--- config.mk ---
export PLATFORM = sky130hd
export DESIGN_NAME = seg_scan_driver
export DESIGN_NICKNAME = d
export VERILOG_FILES = /design/src/rtl/seg_scan_driver.sv
export SDC_FILE = /design/constraint.sdc
export NUM_CORES = 1
export LEC_CHECK = 0
export ABC_AREA = 1
export CORE_ASPECT_RATIO = 1.4
export CORE_MARGIN = 2
export CORE_UTILIZATION = 30
export CTS_CLUSTER_SIZE = 12
export DETAILED_ROUTE_END_ITERATION = 8
export MAX_ROUTING_LAYER = met4
export REMOVE_ABC_BUFFERS = 1
export SKIP_LAST_GASP = 1
export SLEW_MARGIN = 20
export SYNTH_ARGS = -nofsm -noshare
export SYNTH_HDL_FRONTEND = slang
export SYNTH_SLANG_ARGS = --single-unit
export TNS_END_PERCENT = 20
--- constraint.sdc ---
create_clock -name clk -period 3.6 [get_ports clk]
set_input_delay 0.72 -clock clk [delete_from_list [all_inputs] [get_ports clk]]
set_output_delay 0.72 -clock clk [all_outputs]
set_load 0.01 [all_outputs]
--- src/rtl/seg_scan_driver.sv ---
// Time-multiplexed common-anode 7-segment driver with a double-buffered value.
// Optional leading-zero blanking is enabled by defining SEG_LZB_EN.
module seg_scan_driver #(
   parameter int DIGITS   = 4,
   parameter int TICK_DIV = 50000,
   parameter int DIV_W    = 16
) (
   input  logic                  clk,
   input  logic                  rst_n,
   input  logic [4*DIGITS-1:0]   value,
   input  logic                  load,
   output logic [6:0]            seg,
   output logic [DIGITS-1:0]     an,
   output logic                  frame_done,
   output logic                  pending
);

   localparam int               DIG_W     = (DIGITS > 1) ? $clog2(DIGITS) : 1;
   localparam logic [DIV_W-1:0] PRSC_LAST = DIV_W'(TICK_DIV - 1);
   localparam logic [DIG_W-1:0] DIG_LAST  = DIG_W'(DIGITS - 1);

   logic [DIV_W-1:0]      prsc_q, prsc_d;
   logic [DIG_W-1:0]      dig_q, dig_d;
   logic [4*DIGITS-1:0]   shadow_q, shadow_d;
   logic [4*DIGITS-1:0]   disp_q, disp_d;
   logic                  pending_q, pending_d;
   logic [6:0]            seg_q, seg_d;
   logic [DIGITS-1:0]     an_q, an_d;
   logic                  tick;
   logic                  frameEnd;
   logic [3:0]            curNib;
`ifdef SEG_LZB_EN
   logic                  allZeroAbove;
   logic                  curBlank;
`endif

   function automatic logic [6:0] decodeHex(input logic [3:0] nib);
      logic [6:0] code;
      case (nib)
         4'h0:    code = 7'b1000000;
         4'h1:    code = 7'b1111001;
         4'h2:    code = 7'b0100100;
         4'h3:    code = 7'b0110000;
         4'h4:    code = 7'b0011001;
         4'h5:    code = 7'b0010010;
         4'h6:    code = 7'b0000010;
         4'h7:    code = 7'b1111000;
         4'h8:    code = 7'b0000000;
         4'h9:    code = 7'b0010000;
         4'hA:    code = 7'b0001000;
         4'hB:    code = 7'b0000011;
         4'hC:    code = 7'b1000110;
         4'hD:    code = 7'b0100001;
         4'hE:    code = 7'b0000110;
         default: code = 7'b0001110;
      endcase
      return code;
   endfunction

   // Scan timing: prescaler tick advances the digit; the last slot's tick ends a frame.
   always_comb begin
      tick     = (prsc_q == PRSC_LAST);
      frameEnd = tick && (dig_q == DIG_LAST);
      prsc_d   = tick ? '0 : prsc_q + DIV_W'(1);
      dig_d    = dig_q;
      if (tick) begin
         dig_d = (dig_q == DIG_LAST) ? '0 : dig_q + DIG_W'(1);
      end
   end

   // A load coinciding with a frame end still lets disp take the old shadow.
   always_comb begin
      shadow_d  = load ? value : shadow_q;
      disp_d    = frameEnd ? shadow_q : disp_q;
      pending_d = pending_q;
      if (load) begin
         pending_d = 1'b1;
      end else if (frameEnd) begin
         pending_d = 1'b0;
      end
   end

   always_comb begin
      curNib = '0;
      an_d   = '1;
`ifdef SEG_LZB_EN
      allZeroAbove = 1'b1;
      curBlank     = 1'b0;
`endif
      for (int i = DIGITS - 1; i >= 0; i--) begin
`ifdef SEG_LZB_EN
         allZeroAbove = allZeroAbove && (disp_q[4*i +: 4] == 4'h0);
`endif
         if (dig_q == DIG_W'(i)) begin
            curNib  = disp_q[4*i +: 4];
            an_d[i] = 1'b0;
`ifdef SEG_LZB_EN
            curBlank = (i > 0) && allZeroAbove;
`endif
         end
      end
`ifdef SEG_LZB_EN
      seg_d = curBlank ? 7'h7F : decodeHex(curNib);
`else
      seg_d = decodeHex(curNib);
`endif
   end

   always_ff @(posedge clk or negedge rst_n) begin
      if (!rst_n) begin
         prsc_q    <= '0;
         dig_q     <= '0;
         shadow_q  <= '0;
         disp_q    <= '0;
         pending_q <= 1'b0;
         seg_q     <= 7'h7F;
         an_q      <= '1;
      end else begin
         prsc_q    <= prsc_d;
         dig_q     <= dig_d;
         shadow_q  <= shadow_d;
         disp_q    <= disp_d;
         pending_q <= pending_d;
         seg_q     <= seg_d;
         an_q      <= an_d;
      end
   end

   assign seg        = seg_q;
   assign an         = an_q;
   assign frame_done = frameEnd;
   assign pending    = pending_q;

endmodule
==> flow_metrics.tcl <==
# place-and-route summary
set metrics [dict create \
    overflow 0 \
    outcome "complete, no violations" \
    logic_gates 271 \
    p_comb_uw 53.8 \
    postCtsHoldBufs 0 \
    cp.required_ns 2.88 \
    ff_count 62 \
    drive_above_1_share_pct 14.1 \
    signal_buffers 33 \
    synthCells 374 \
    avgSynthCellArea_um2 8.21 \
    grt_first_pass_wirelength_um 10300 \
    grt_max_degree 43 \
    wirelength_um 5910 \
    die_y_um 124 \
    routed-wl-met3_um 215 \
    synth-simple-area-share_pct 34.6 \
    min_period_ns 2.88 \
    biggestRegsByFlops "disp_q x16, prsc_q x16, shadow_q x16" \
    yosys_cells 374 \
]
worst max path at each step:
stage	end	slack (ns)	cells after the start	startpoint
6_report	frame_done	0.72	8	prsc_q[0]
2_1_floorplan	frame_done	1.68	7	prsc_q[0]
3_5_place_dp	frame_done	1.05	8	prsc_q[0]
4_1_cts	frame_done	0.69	8	prsc_q[0]
5_1_grt	frame_done	0.56	8	prsc_q[0]
3_3_place_gp	frame_done	1.08	8	prsc_q[0]
synth_stat cells (3+ instances only):
cell / count
inv_1: 22
nand3_1: 21
a21oi_1: 5
inv_2: 13
clkbuf_1: 3
ha_1: 11
xor2_1: 7
nand2_1: 174
nor2_2: 4
nor2_1: 22
dfstp_2: 11
nor3_1: 3
dfrtp_1: 51
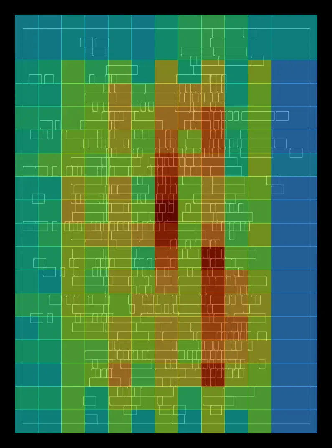
Fig. 1. Routing congestion.
met2 usage: 21.0%
gr usage total: 12.7%
DR WL/cell: 10.7 µm
grt met3 use: 3.71%

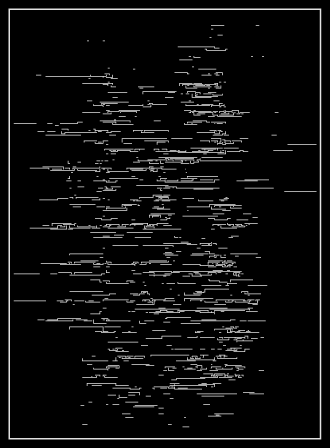
Fig. 2. Metal 1.
The longest straight run is 19.8 µm. The wires run mostly horizontal. The layer carries 2500 µm of wire.
via count: 2321
M1 GR Usage: 14.1%

